Run 1, placed standard cells:
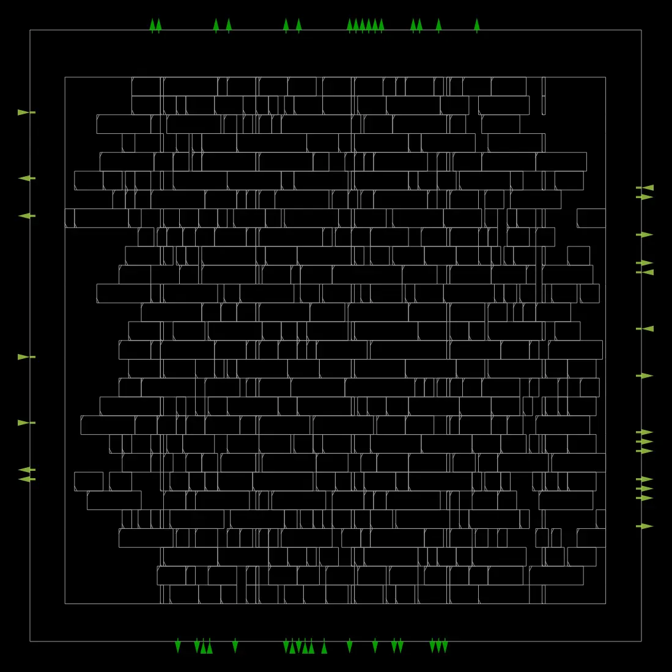
Run 1, cell sizes after repair:
Drawn at 4 px/micron.
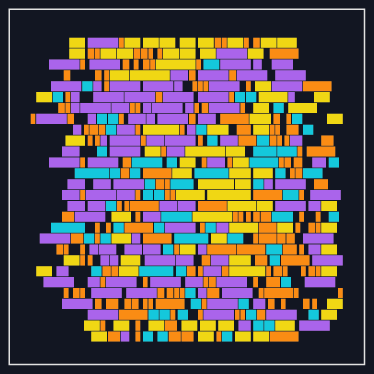
Run 1, M3 wires:
Drawn at 3 px/micron.
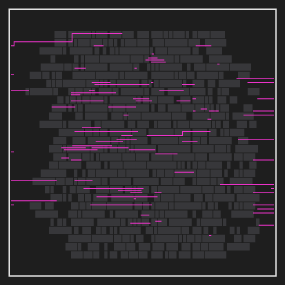
### config.mk
export PLATFORM = sky130hd
export DESIGN_NAME = program_loader
export DESIGN_NICKNAME = d
export VERILOG_FILES = /design/src/rtl/program_loader.sv
export SDC_FILE = /design/constraint.sdc
export NUM_CORES = 1
export LEC_CHECK = 0
export CORE_MARGIN = 5
export CORE_UTILIZATION = 45
export CTS_BUF_LIST = sky130_fd_sc_hd__clkbuf_8
export CTS_CLUSTER_SIZE = 14
export DETAILED_ROUTE_END_ITERATION = 16
export PLACE_DENSITY = 0.74
export SETUP_SLACK_MARGIN = 0.5
export SYNTH_ARGS = -nofsm -noshare
export SYNTH_HDL_FRONTEND = slang
export SYNTH_SLANG_ARGS = --single-unit
### constraint.sdc
create_clock -name clock_i -period 1.65 [get_ports clock_i]
set_input_delay 0.33 -clock clock_i [delete_from_list [all_inputs] [get_ports clock_i]]
set_output_delay 0.33 -clock clock_i [all_outputs]
set_load 0.02 [all_outputs]
### src/rtl/program_loader.sv
// Instruction-memory loader: packs UART bytes big-endian into 32-bit words and writes them to
// consecutive addresses until the halt word. Optional inter-byte timeout: define LOADER_TIMEOUT_EN.
module program_loader #(
  parameter int                  NB_DATA        = 32,
  parameter int                  NB_ADDR        = 7,
  parameter logic [NB_DATA-1:0]  HALT_WORD      = 32'hFFFF_FFFF,
  parameter int                  TIMEOUT_CYCLES = 1_000_000
) (
  input  logic               clock_i,
  input  logic               reset_i,
  input  logic               start_i,
  input  logic [7:0]         rx_data_i,
  input  logic               rx_done_i,
  output logic               en_write_o,
  output logic [NB_ADDR-1:0] addr_write_o,
  output logic [NB_DATA-1:0] data_write_o,
  output logic               loading_o,
  output logic               done_o,
  output logic               error_o
);

  typedef enum logic [1:0] {IDLE, RECV, DONE, ERROR} state_t;

  localparam logic [NB_ADDR-1:0] LAST_ADDR = {{(NB_ADDR-2){1'b1}}, 2'b00};

  state_t               state_q, state_d;
  logic [1:0]           cnt_q, cnt_d;
  logic [NB_ADDR-1:0]   ptr_q, ptr_d;
  logic [23:0]          word_q, word_d;
  logic                 en_q, en_d;
  logic [NB_ADDR-1:0]   addr_q, addr_d;
  logic [NB_DATA-1:0]   data_q, data_d;
  logic                 loading_q, loading_d;
  logic                 done_q, done_d;
  logic                 error_q, error_d;
  logic [NB_DATA-1:0]   full_word;

`ifdef LOADER_TIMEOUT_EN
  localparam int TMO_W = (TIMEOUT_CYCLES > 2) ? $clog2(TIMEOUT_CYCLES) : 1;
  logic [TMO_W-1:0] tmo_q, tmo_d;
`endif

  assign full_word = {word_q, rx_data_i};

  // NOTE: every signal written here gets a default first, so no path leaves it unassigned (no latches).
  always_comb begin
    state_d = state_q;
    cnt_d   = cnt_q;
    ptr_d   = ptr_q;
    word_d  = word_q;
    en_d    = 1'b0;
    addr_d  = addr_q;
    data_d  = data_q;
`ifdef LOADER_TIMEOUT_EN
    tmo_d   = '0;
`endif

    case (state_q)
      RECV: begin
        if (rx_done_i) begin
          word_d = full_word[23:0];
          cnt_d  = cnt_q + 2'd1;
          if (cnt_q == 2'd3) begin
            en_d   = 1'b1;
            addr_d = ptr_q;
            data_d = full_word;
            // Halt wins over overflow: a halt word at the last address is a clean finish.
            if (full_word == HALT_WORD)  state_d = DONE;
            else if (ptr_q == LAST_ADDR) state_d = ERROR;
            else                         ptr_d   = ptr_q + NB_ADDR'(4);
          end
        end
`ifdef LOADER_TIMEOUT_EN
        else if (cnt_q != 2'd0) begin
          if (tmo_q == TMO_W'(TIMEOUT_CYCLES - 1)) begin
            state_d = ERROR;
            cnt_d   = 2'd0;
          end else begin
            tmo_d = tmo_q + TMO_W'(1);
          end
        end
`endif
      end
      default: begin
        if (start_i) begin
          state_d = RECV;
          ptr_d   = '0;
          cnt_d   = 2'd0;
          word_d  = '0;
        end
      end
    endcase

    loading_d = (state_d == RECV);
    done_d    = (state_d == DONE);
    error_d   = (state_d == ERROR);
  end

  // NOTE: sequential state uses non-blocking assignments so all flops update from pre-edge values.
  always_ff @(posedge clock_i) begin
    if (reset_i) begin
      state_q   <= IDLE;
      cnt_q     <= 2'd0;
      ptr_q     <= '0;
      word_q    <= '0;
      en_q      <= 1'b0;
      addr_q    <= '0;
      data_q    <= '0;
      loading_q <= 1'b0;
      done_q    <= 1'b0;
      error_q   <= 1'b0;
`ifdef LOADER_TIMEOUT_EN
      tmo_q     <= '0;
`endif
    end else begin
      state_q   <= state_d;
      cnt_q     <= cnt_d;
      ptr_q     <= ptr_d;
      word_q    <= word_d;
      en_q      <= en_d;
      addr_q    <= addr_d;
      data_q    <= data_d;
      loading_q <= loading_d;
      done_q    <= done_d;
      error_q   <= error_d;
`ifdef LOADER_TIMEOUT_EN
      tmo_q     <= tmo_d;
`endif
    end
  end

  assign en_write_o   = en_q;
  assign addr_write_o = addr_q;
  assign data_write_o = data_q;
  assign loading_o    = loading_q;
  assign done_o       = done_q;
  assign error_o      = error_q;

endmodule

==> flow_summary.toml, run 1 <==
# yosys + openroad results
[sta]
fin_skew_ns = 0.01070
hold_slack_ns = 0.3319
setup_tns_ns = 0
slew_violations = 0
rsz0062_at_grt = "true"
setup_viol = 0
fmax_mhz = 640.3
hold_viol = 0
period_needed_ns = 1.562
period_used_pct = 94.65

[grt]
grt_pass1_wl_microns = 13020
grt_max_degree = 72
track_usage_pct = 21.94
antenna_found_initial = 0
globalRoute.totalOverflow = 0
grt_pass1_vias = 2679

[synth]
synthDistinctLibCells = 29
syn-instance-count = 317
synth-main-ff-cell = "dfxtp_1"
yosysSeqAreaShare_pct = 53.53
ys_warn_count = 0
yosysCellCount = 317
synthArstFlopShare_pct = 0
synth-edff-count = 0
synth_flops = 74
netlist_area_sq_mm = 0.002768
ys_area_sq_mm = 0.002768
synth.avg_cell_area_sq_um = 8.731

[layout]
mi_logic_area_sq_mm = 0.001439
instances_no_fill = 508
seq_area_sq_mm = 0.001565
drive_above_1_share_pct = 57.51
fill_cells = 352
num_antenna_cells = 0
nNetsFinal = 443

[worst_setup_path]
end_kind = "flop"
crit_buf_inv = 4
critPathMaxStageDelay_ns = 0.33
rrSetupSlack_ns = 0.09
critPathMostFrequentCell = "buf_6"
worstSetupPathType = "reg -> reg"
cp_top_family = "simple AND/OR/NAND/NOR gates"
worstPathRequired_ns = 1.92
crit_path_max_fanout = 5
start_kind = "flop"
critical_path_arrival_ns = 1.83
path_cells = "and3b_2 > buf_6 > buf_6 > and2_4 > buf_12 > buf_8 > nand2_1 > a21oi_1"
critPathSlowestCell = "dfxtp_2"

[clock_tree]
cts_made_buffers = 9
root_buffer = "clkbuf_8"
holdBufCountCts = 0
clkSinkCount = 74
htreeDepth = 3
cts_tree = "done"
clk_pin_slew_worst_paths_ns = 0.08
worstSkewPairLatency_ns = 0.36
clock_path_buffers = 2

[detailed_routing]
drtPass1Iterations = 7
wirelength_microns = 9182
detail-route-antenna-nets = 0
vias_per_cell = 5.602
drc_errors = 0
dr_total_vias = 2846
dr.first_iter.drc_count = 222
wl_per_cell_microns = 18.07

[place]
port_buffers = 52
placement.cell_area_sq_mm = 0.003543
dpl.hpwl_microns = 4442
preCtsSetupSlack_ns = -0.4522
gp_congestion = 0.7974
dp.cells = 447

[run]
log.warning_count = 30
max_cap_viol_count = 0

[die]
dieHeight_microns = 88.43
die_area_sq_mm = 0.007819
io_pins = 55
die_w_microns = 88.43
fp_util_pct = 46.47

[power]
p_total_mw = 3.551
power_density_mw_per_mm2 = 768.6
ir_drop_v = 0.0005263
leakage_nw = 1.880

[status]
outcome = "completed"

[min_path]
min-delay-path-class = "in -> reg"
Back to the opening pictures, 'placed standard cells':
row count: 28
fin util: 77.58%
core area: 0.005956 sq mm

Back to the opening pictures, 'cell sizes after repair':
[_3 and _4 cells] cyan | cells: 65 | share: 15%
[_6 and larger] yellow | cells: 75 | share: 17%
[_2 cells] purple | cells: 109 | share: 25%
[_0 and _1 cells] orange | cells: 184 | share: 42%
Final WS setup: 0.08830 ns
area delta synth->final: 66.95%
Design Area, Final: 0.004621 sq mm
nonclk buf count: 121

Back to the opening pictures, 'M3 wires':
longest straight run: 20.9 microns
wire length on this layer: 552 microns
main direction: horizontal
nets with wire on the layer: 57
share of all routed wire: 6.0%

## run 1: worst register-to-register path, stage by stage, from the launching register on
cell	delay, ns
dfxtp_2	0.33
and3b_2	0.30
buf_6	0.12
buf_6	0.09
and2_4	0.17
buf_12	0.13
buf_8	0.11
nand2_1	0.05
a21oi_1	0.16
## run 1: repair_timing
action / 4_1_cts / 5_1_grt
buffers inserted: 21 / 15
setup endpoints to repair: 115 / 113
pin swaps: 30 / 32
endpoints found under the hold margin: 0 / 0
gates cloned: 6 / 3
gates resized: 336 / 46
## run 1: registers in the layout, indices dropped and copies added, names as in the netlist
name,flops
addr_write_o,5
cnt_q,2
data_write_o,32
done_o,1
en_write_o,1
error_o,1
loading_o,1
ptr_q,5
state_q,2
word_q,24
## run 1: where the power goes
| group | switching, mW | leakage, nW | total (mW) | internal (mW) |
|---|---|---|---|---|
| Clock | 0.669 | 0.113 | 1.43 | 0.763 |
| Sequential | 0.0102 | 0.628 | 1.80 | 1.79 |
| Combinational | 0.167 | 1.14 | 0.318 | 0.151 |
## run 1: worst paths after layout
path | start | to | cells past startpoint
setup reg to reg | state_q[1] | data_write_o[24] | 8
setup / recovery | state_q[1] | data_write_o[24] | 8
hold reg to reg | data_write_o[25] | data_write_o[25] | 2
hold / removal | reset_i | ptr_q[5] | 4
## run 1: layout make-up
cell class                 instances  share of cell area (%)
multi-input combinational        221                   31.14
sequential                        74                   33.87
inverter                           1                 0.08123
clock buffer                      11                   3.276
clock inverter                     5                   1.002
timing repair buffer             121                   28.59
tap                               75                   2.031
## run 1: kinds of logic (layout without fill, tap and decap cells)
logic type | Yosys count | count (layout) | synth area share (%)
AND-OR/OR-AND | 72 | 73 | 16.41
adder cells (fa/ha/maj) | 3 | 3 | 1.356
buffers and inverters | 24 | 138 | 4.340
flip-flops | 74 | 74 | 53.53
multiplexers | 4 | 4 | 1.627
other | 1 | 2 | 0.1355
AND/OR/NAND/NOR | 139 | 139 | 22.60
## run 1: cell usage after synthesis (all sizes together) (2+ instances only)
| library cell | number | area (sq um) |
|---|---|---|
| and2 | 2 | 12.51 |
| clkbuf | 13 | 48.80 |
| nor4 | 2 | 42.54 |
| a21oi | 43 | 219.0 |
| nor2 | 31 | 118.9 |
| nand2 | 85 | 319.1 |
| a22oi | 25 | 187.7 |
| nand4 | 10 | 68.81 |
| mux2i | 3 | 30.03 |
| dfxtp | 74 | 1481 |
| nand2b | 4 | 25.02 |
| ha | 3 | 37.54 |
| buf | 10 | 67.56 |
## run 1: layout by cell type, fill, tap and decap left out, types with 3 or more instances in the layout
master and n:
a21oi_1 35, a21oi_2 7, a22oi_2 25, buf_12 5, buf_16 4, buf_4 47, buf_6 47, buf_8 4
clkbuf_16 3, clkbuf_8 11, dfxtp_1 17, dfxtp_2 52, dfxtp_4 5, dlygate4sd2_1 9, ha_1 3, inv_1 4
mux2i_1 3, nand2_1 64, nand2_2 19, nand4_1 9, nor2_1 30
## run 1: per-layer routing
layer	share of wire [%]	GRT usage, %	routed length, microns	vias to the layer above
li1	-	-	-	1303
met1	39	25.85	3620	1401
met2	51	37.46	4705	110
met3	6.0	5.307	552	32
met4	3.3	10.44	303	0
met5	0	0	0	-
==> run 1 -> run 2 <==
SLEW_MARGIN = 20   (was not set)
==> flow_summary.toml, run 2 <==
# yosys + openroad results
[layout]
lay_top_cells = "nand2_1 (64), dfxtp_2 (52), buf_6 (47), buf_4 (47), a21oi_1 (35)"
num_antenna_cells = 0
drive_above_1_share_pct = 57.51
nNetsFinal = 443
syn2layout_area_growth_pct = 66.95
largest_reg_flops = 32

[detailed_routing]
dr.first_iter.drc_count = 222
drtPass1Iterations = 7
drc_errors = 0
vias_per_cell = 5.602
wirelength_microns = 9182
detail-route-antenna-nets = 0
dr_total_vias = 2846
wl_per_cell_microns = 18.07

[clock_tree]
clock_path_buffers = 2
cts_made_buffers = 9
root_buffer = "clkbuf_8"
cts_tree = "done"
worstSkewPairLatency_ns = 0.36
htreeDepth = 3

[place]
gp_congestion = 0.7974
dp.cells = 447
dpl.hpwl_microns = 4442
port_buffers = 52

[synth]
synth-main-ff-cell = "dfxtp_1"
yosys.area.top_type = "dfxtp_1"
yosysSeqAreaShare_pct = 53.53
syn-instance-count = 317
most_common_cell = "nand2_1"
synth_top_area_share_pct = 53.53
synthDistinctLibCells = 29
synth_flops = 74
synthTopCellsByCount = "nand2_1 (85), dfxtp_1 (74), a21oi_1 (42), nor2_1 (30), a22oi_1 (25)"
ys_area_sq_mm = 0.002768
netlist_area_sq_mm = 0.002768
yosysCellCount = 317

[worst_setup_path]
critPathMostFrequentCell = "buf_6"
path_cells = "and3b_2 > buf_6 > buf_6 > and2_4 > buf_12 > buf_8 > nand2_1 > a21oi_1"
rrSetupSlack_ns = 0.09
end_kind = "flop"
start_kind = "flop"
cp_top_family = "simple AND/OR/NAND/NOR gates"
worstSetupPathType = "reg -> reg"
crit_path_max_fanout = 5
critPathMaxStageDelay_ns = 0.33
critical_path_arrival_ns = 1.83
worstPathRequired_ns = 1.92
crit_buf_inv = 4
critPathSlowestCell = "dfxtp_2"

[sta]
fmax_mhz = 640.3
setup_tns_ns = 0
hold_slack_ns = 0.3319
fin_skew_ns = 0.01070
slew_violations = 0
hold_viol = 0
period_needed_ns = 1.562
period_used_pct = 94.65
setup_viol = 0

[grt]
grt_pass1_wl_microns = 13020
globalRoute.totalOverflow = 0
antenna_found_initial = 0
track_usage_pct = 21.94
grt_pass1_vias = 2679
grt_max_degree = 72

[power]
ir_drop_v = 0.0005263
power_density_mw_per_mm2 = 768.6

[die]
dieHeight_microns = 88.43
io_pins = 55
fp_util_pct = 46.47
die_w_microns = 88.43

[run]
max_cap_viol_count = 0
log.warning_count = 30

[status]
outcome = "completed"

[min_path]
min-delay-path-class = "in -> reg"
## run 2: cell counts after synthesis
No cell type changed its count.
## run 2: kinds of logic (layout without fill, tap and decap cells)
| kind of cell | after synthesis | count (layout) | share of synthesized area (%) |
|---|---|---|---|
| simple gates | 139 | 139 | 22.60 |
| flops | 74 | 74 | 53.53 |
| compound gates | 72 | 73 | 16.41 |
| buf+inv | 24 | 138 | 4.340 |
| mux | 4 | 4 | 1.627 |
| fa+ha+maj | 3 | 3 | 1.356 |
| other cells | 1 | 2 | 0.1355 |
## run 2: worst reg2reg max path, delay by kind of cell (launching register included)
family | cells | cell delay [ns]
DFF | 1 | 0.33
and+or+nand+nor | 3 | 0.52
AOI/OAI and AO/OA | 1 | 0.16
buffers and inverters | 4 | 0.45
## run 2: path summary, 6_finish.rpt
| path | start | end | cells past startpoint |
|---|---|---|---|
| min | reset_i | ptr_q[5] | 4 |
| max | state_q[1] | data_write_o[24] | 8 |
| max reg2reg | state_q[1] | data_write_o[24] | 8 |
| min reg2reg | data_write_o[25] | data_write_o[25] | 2 |
## run 2: stage by stage
| step | area (sq um) | total power [mW] | worst slack (ns) | util (%) |
|---|---|---|---|---|
| floorplan | 2887 | 1.962 | 0.2347 | - |
| global placement | 3543 | 2.036 | -0.3862 | 59.50 |
| detailed placement | 3543 | 2.040 | -0.4522 | 59.50 |
| CTS | 4283 | 3.489 | 0.1326 | 71.91 |
| global route | 4621 | 3.647 | 0.01817 | 77.58 |
| finish | 4621 | 3.551 | 0.08830 | 77.58 |
## run 2: repair_timing
item | CTS | global route
gates resized | 336 | 46
setup endpoints to repair | 115 | 113
pin swaps | 30 | 32
hold buffers | 0 | 0
buffers inserted | 21 | 15
cloned | 6 | 3
## run 2: final cells by class
type	instances	area (sq um)
Tap cell	75	93.84
Fill cell	352	1335
Clock buffer	11	151.4
Sequential cell	74	1565
Inverter	1	3.754
Clock inverter	5	46.29
Multi-Input combinational cell	221	1439
Timing Repair Buffer	121	1321
## run 2: layer usage
metal  share of wire [%]  track usage [%]
met5                   0                0
met4                 3.3            10.44
met3                 6.0            5.307
met2                  51            37.46
met1                  39            25.85
## run 2: report_power, final
group          switching, mW  internal, mW
registers             0.0102          1.79
clock network          0.669         0.763
logic                  0.167         0.151
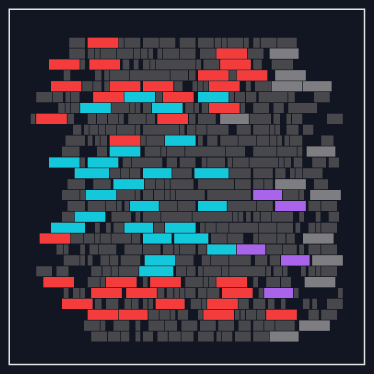
Run 2: register map, names as in the netlist
Drawn at 4 px/micron. Other sequential cells in the stronger gray, the rest of the logic in the fainter gray.
[data_write_o] red | placed flops: 32
[ptr_q] purple | placed flops: 5
[word_q] cyan | placed flops: 24
not colored: 13

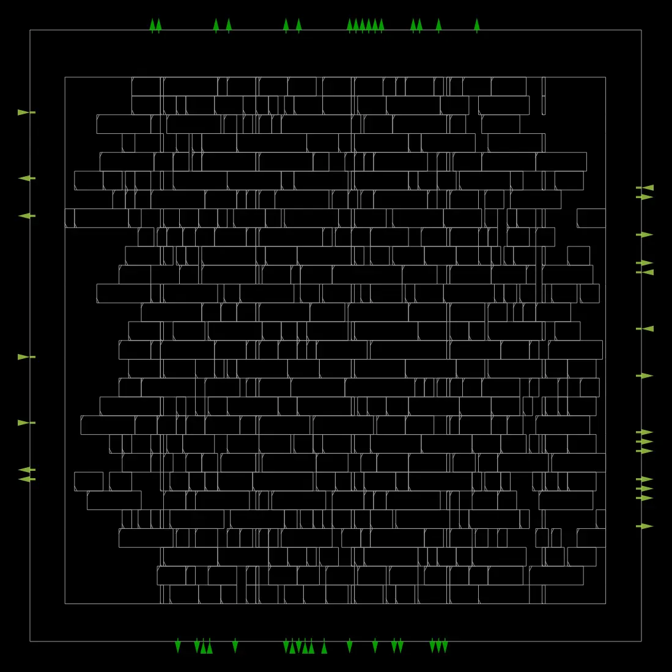
Run 2: placed standard cells
fin cells: 508
layout sequential cell count: 74
flop share of the area: 33.87%
fillers: 352
# Taps: 75

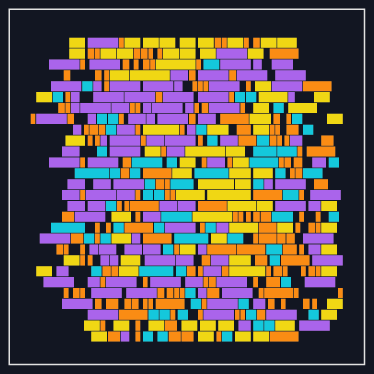
Run 2: cell sizes after repair
Drawn at 4 px/micron.
[_2 cells] purple | cells: 109 | share: 25%
[_6 and larger] yellow | cells: 75 | share: 17%
[_3 and _4 cells] cyan | cells: 65 | share: 15%
[_0 and _1 cells] orange | cells: 184 | share: 42%

Power figures rest on the tool's default switching activity, not on a simulated workload.
